$ cat src/rtl/slot_sense_debounce.sv
// Six-slot parking sensor conditioner: 2-flop synchronizers, per-slot debounce, occupancy summary.
// Optional macro SLOT_DEBOUNCE_EN enables the per-slot stability counters; otherwise slots follow the synchronizer directly.
module slot_sense_debounce #(
  parameter int DEBOUNCE_CYCLES = 4
) (
  input  logic       clk,
  input  logic       rst_n,
  input  logic [5:0] sensor_raw,
  output logic [5:0] slot_occ,
  output logic [2:0] free_cnt,
  output logic       full,
  output logic       empty,
  output logic       occ_change
);

  logic [5:0] sync1;
  logic [5:0] sync2;
  logic [5:0] occ_next;
  logic [2:0] ones;

  always_ff @(posedge clk or negedge rst_n) begin
    if (!rst_n) begin
      sync1 <= '0;
      sync2 <= '0;
    end else begin
      sync1 <= sensor_raw;
      sync2 <= sync1;
    end
  end

  // Legal DEBOUNCE_CYCLES is 1..255; this empty branch only marks an out-of-range build.
  if (DEBOUNCE_CYCLES < 1 || DEBOUNCE_CYCLES > 255) begin : g_debounce_cycles_out_of_range
  end

`ifdef SLOT_DEBOUNCE_EN
  localparam logic [7:0] LAST = 8'(DEBOUNCE_CYCLES - 1);

  for (genvar gi = 0; gi < 6; gi++) begin : g_slot
    logic [7:0] cnt;
    logic       differs;

    assign differs = (sync2[gi] != slot_occ[gi]);

    // The counter holds how many earlier consecutive cycles already disagreed.
    always_ff @(posedge clk or negedge rst_n) begin
      if (!rst_n) begin
        cnt <= '0;
      end else if (!differs || cnt == LAST) begin
        cnt <= '0;
      end else begin
        cnt <= cnt + 8'd1;
      end
    end

    assign occ_next[gi] = (differs && cnt == LAST) ? sync2[gi] : slot_occ[gi];
  end
`else
  assign occ_next = sync2;
`endif

  always_ff @(posedge clk or negedge rst_n) begin
    if (!rst_n) begin
      slot_occ   <= '0;
      occ_change <= 1'b0;
    end else begin
      slot_occ   <= occ_next;
      occ_change <= (occ_next != slot_occ);
    end
  end

  always_comb begin
    ones = '0;
    for (int i = 0; i < 6; i++) begin
      ones = ones + {2'b00, slot_occ[i]};
    end
  end

  assign free_cnt = 3'd6 - ones;
  assign full     = (slot_occ == 6'b111111);
  assign empty    = (slot_occ == 6'b000000);

endmodule

$ cat config.mk
export PLATFORM = sky130hd
export DESIGN_NAME = slot_sense_debounce
export DESIGN_NICKNAME = d
export VERILOG_FILES = /design/src/rtl/slot_sense_debounce.sv
export SDC_FILE = /design/constraint.sdc
export NUM_CORES = 1
export LEC_CHECK = 0
export CAP_MARGIN = 20
export CORE_MARGIN = 2
export CORE_UTILIZATION = 44
export CTS_CLUSTER_DIAMETER = 120
export DETAILED_ROUTE_END_ITERATION = 6
export PLACE_DENSITY = 0.85
export SYNTH_ARGS = -nofsm -noshare
export SYNTH_HDL_FRONTEND = slang
export SYNTH_SLANG_ARGS = --single-unit
$ cat constraint.sdc
create_clock -name clk -period 2.6 [get_ports clk]
set_input_delay 0.39 -clock clk [delete_from_list [all_inputs] [get_ports clk]]
set_output_delay 0.39 -clock clk [all_outputs]
set_load 0.1 [all_outputs]
### Congestion heat map

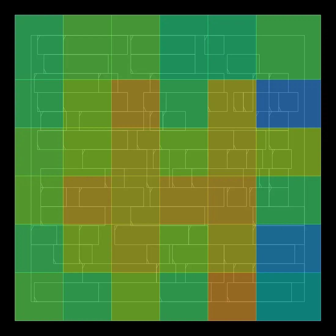
aggregate global-route resource usage: 14.63%
GRT met2 Usage: 25.29%
Final Core Density: 70.17%

### Signal metal coverage by tile

(8 px per um) 9 x 9 tiles, from dark purple (low) to yellow (high), scaled to the fullest tile. Values are wire area over tile area, all layers added.
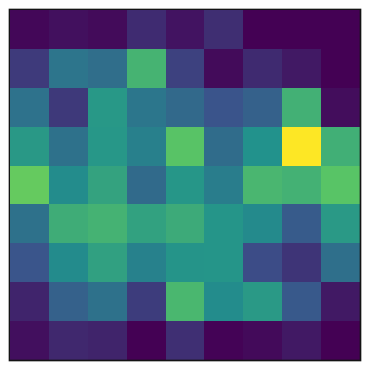
The fullest tile reaches 0.26. The mean over all tiles is 0.089. 32% of the tiles are over half the peak. The densest ninth of the die: right middle. The emptiest ninth of the die: top right. 9.9% of the tiles are nearly empty.

### Clock network drawn from the DEF

(8 px per um)
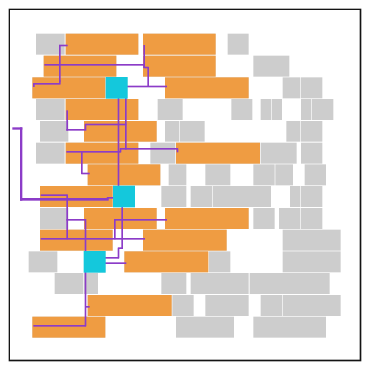
clock wires: drawn in purple, length 174 um. clock drivers: drawn in cyan, count 3. flip-flops: drawn in orange, count 19.
There are 4 routed clock nets.

==> deck_impl_summary.md <==
Physical Implementation Snapshot

Clock tree
  • Htree depth: 1
  • Post-CTS sizing: 0
  • # Post-CTS Setup Buffers: 0
  • Cts bufs inserted: 3
  • Max clock buf depth: 2
  • CTS sink cnt: 19
  • TritonCTS clock tree: yes

Setup path
  • Flop-to-flop setup slack: 1.29 ns
  • Worst Path Buf+Inv: 2
  • Worst-path maximum fanout: 2

Synthesis
  • Post-synth seq share: 68.47%
  • Avg Cell Area, Syn: 16.15 um^2
  • Ys Warns: 0

Route
  • Met2 wire length: 603 um
  • Via/cell ratio: 4.761
  • Final ANT Viol Nets: 0
  • Routed len/inst: ~12 um
  • Vias: roughly 420
  • Wirelength, routed: about 1100 um
  • DRC violations left: 0

Min path
  • Worst hold path type: reg -> reg
  • Hold Crit Start: sync1[0]$_DFF_PN0_

Timing
  • Pins over their slew limit: 0
  • RSZ-0062 raised after global routing: yes
  • Relative slew slack: 48.50%
  • Setup-failing EPs final: 2
  • Hold_ws: 0.3527 ns
  • Final worst slack: -0.2830 ns

GRT
  • Largest net degree at the start of global routing: 20
  • Vias in the first global route: 450

Pwr
  • Combinational power share: 48.9%
  • Leak pwr: approximately 0.46 nW
  • Clock share of power: 15.3%

Cells and area
  • Post-layout net count: 88

Die
  • Die Wd: 43.73 um

Run status
  • Failing checks: negative setup slack
  • Status: finished with violations
[power groups by stage]
| stage | Combinational (W) | Clock, W | Sequential [W] |
|---|---|---|---|
| 2_1_floorplan | 0.000261 | 0 | 0.000368 |
| 3_3_place_gp | 0.000440 | 0 | 0.000327 |
| 3_5_place_dp | 0.000443 | 0 | 0.000328 |
| 4_1_cts | 0.000444 | 0.000143 | 0.000322 |
| 5_1_grt | 0.000459 | 0.000157 | 0.000323 |
| 6_report | 0.000438 | 0.000138 | 0.000321 |
[per-stage QoR]
stage / TNS [ns] / power (W) / area, um^2 / cells
detailed placement: 0 / 0.0007713 / 1017 / 84
floorplan: -0.6580 / 0.0006284 / 754.5 / 43
global placement: 0 / 0.0007670 / 1017 / 84
finish: -0.5639 / 0.0008971 / 1045 / 88
global route: -0.7636 / 0.0009397 / 1045 / 88
CTS: -0.6574 / 0.0009088 / 1045 / 88
[sequential cells by signal, indices dropped and copies added, names as in the netlist]
name and cells:
sync1 6, occ_change 1, occ_next 6, slot_occ 6
[kinds of logic (layout without fill, tap and decap cells)]
| family | after synthesis | after routing | share of synthesized area, % |
|---|---|---|---|
| DFF | 19 | 19 | 68.47 |
| buffers and inverters | 3 | 32 | 1.622 |
| adders and majority gates | 7 | 7 | 15.86 |
| and+or+nand+nor | 7 | 7 | 5.225 |
| xor gates and xnor gates | 7 | 7 | 8.829 |
[worst max-delay path by stage]
stage                           from          end  cells past startpoint
6_report       slot_occ[3]$_DFF_PN0_  free_cnt[1]                      6
5_1_grt        slot_occ[3]$_DFF_PN0_  free_cnt[1]                      6
4_1_cts        slot_occ[3]$_DFF_PN0_  free_cnt[2]                      6
3_5_place_dp   slot_occ[2]$_DFF_PN0_  free_cnt[2]                      6
3_3_place_gp   slot_occ[2]$_DFF_PN0_  free_cnt[2]                      6
2_1_floorplan  slot_occ[2]$_DFF_PN0_  free_cnt[2]                      5
[area by class of cell]
cell class	instances	area (um^2)
Multi-Input combinational cell	21	241.5
Timing Repair Buffer	25	242.7
Fill cell	111	444.2
Inverter	3	15.01
Sequential cell	19	498.0
Clock buffer	3	22.52
Tap cell	16	20.02
Clock inverter	1	5.005
[Yosys cell counts (all sizes together)]
| master | n | area, um^2 |
|---|---|---|
| ha | 4 | 50.05 |
| nand2 | 1 | 3.750 |
| xor2 | 4 | 35.03 |
| nand3 | 2 | 10.01 |
| and2 | 1 | 6.260 |
| fa | 3 | 60.06 |
| nor2 | 1 | 3.750 |
| xnor2 | 3 | 26.28 |
| dfrtp | 19 | 475.5 |
| nor4 | 2 | 12.51 |
| inv | 3 | 11.26 |
[timing repair]
action,4_1_cts,5_1_grt
pin swaps,5,1
setup endpoints to repair,2,2
hold buffers,0,0
cloned,0,0
hold endpoints to repair,0,0
[routing by layer]
metal	track usage, %	vias to the layer above
li1	-	193
met1	16.67	206
met2	25.29	18
met3	2.500	2
met4	9.091	0
met5	0	-
No activity file was given, so power comes from the tool's default toggle rates.
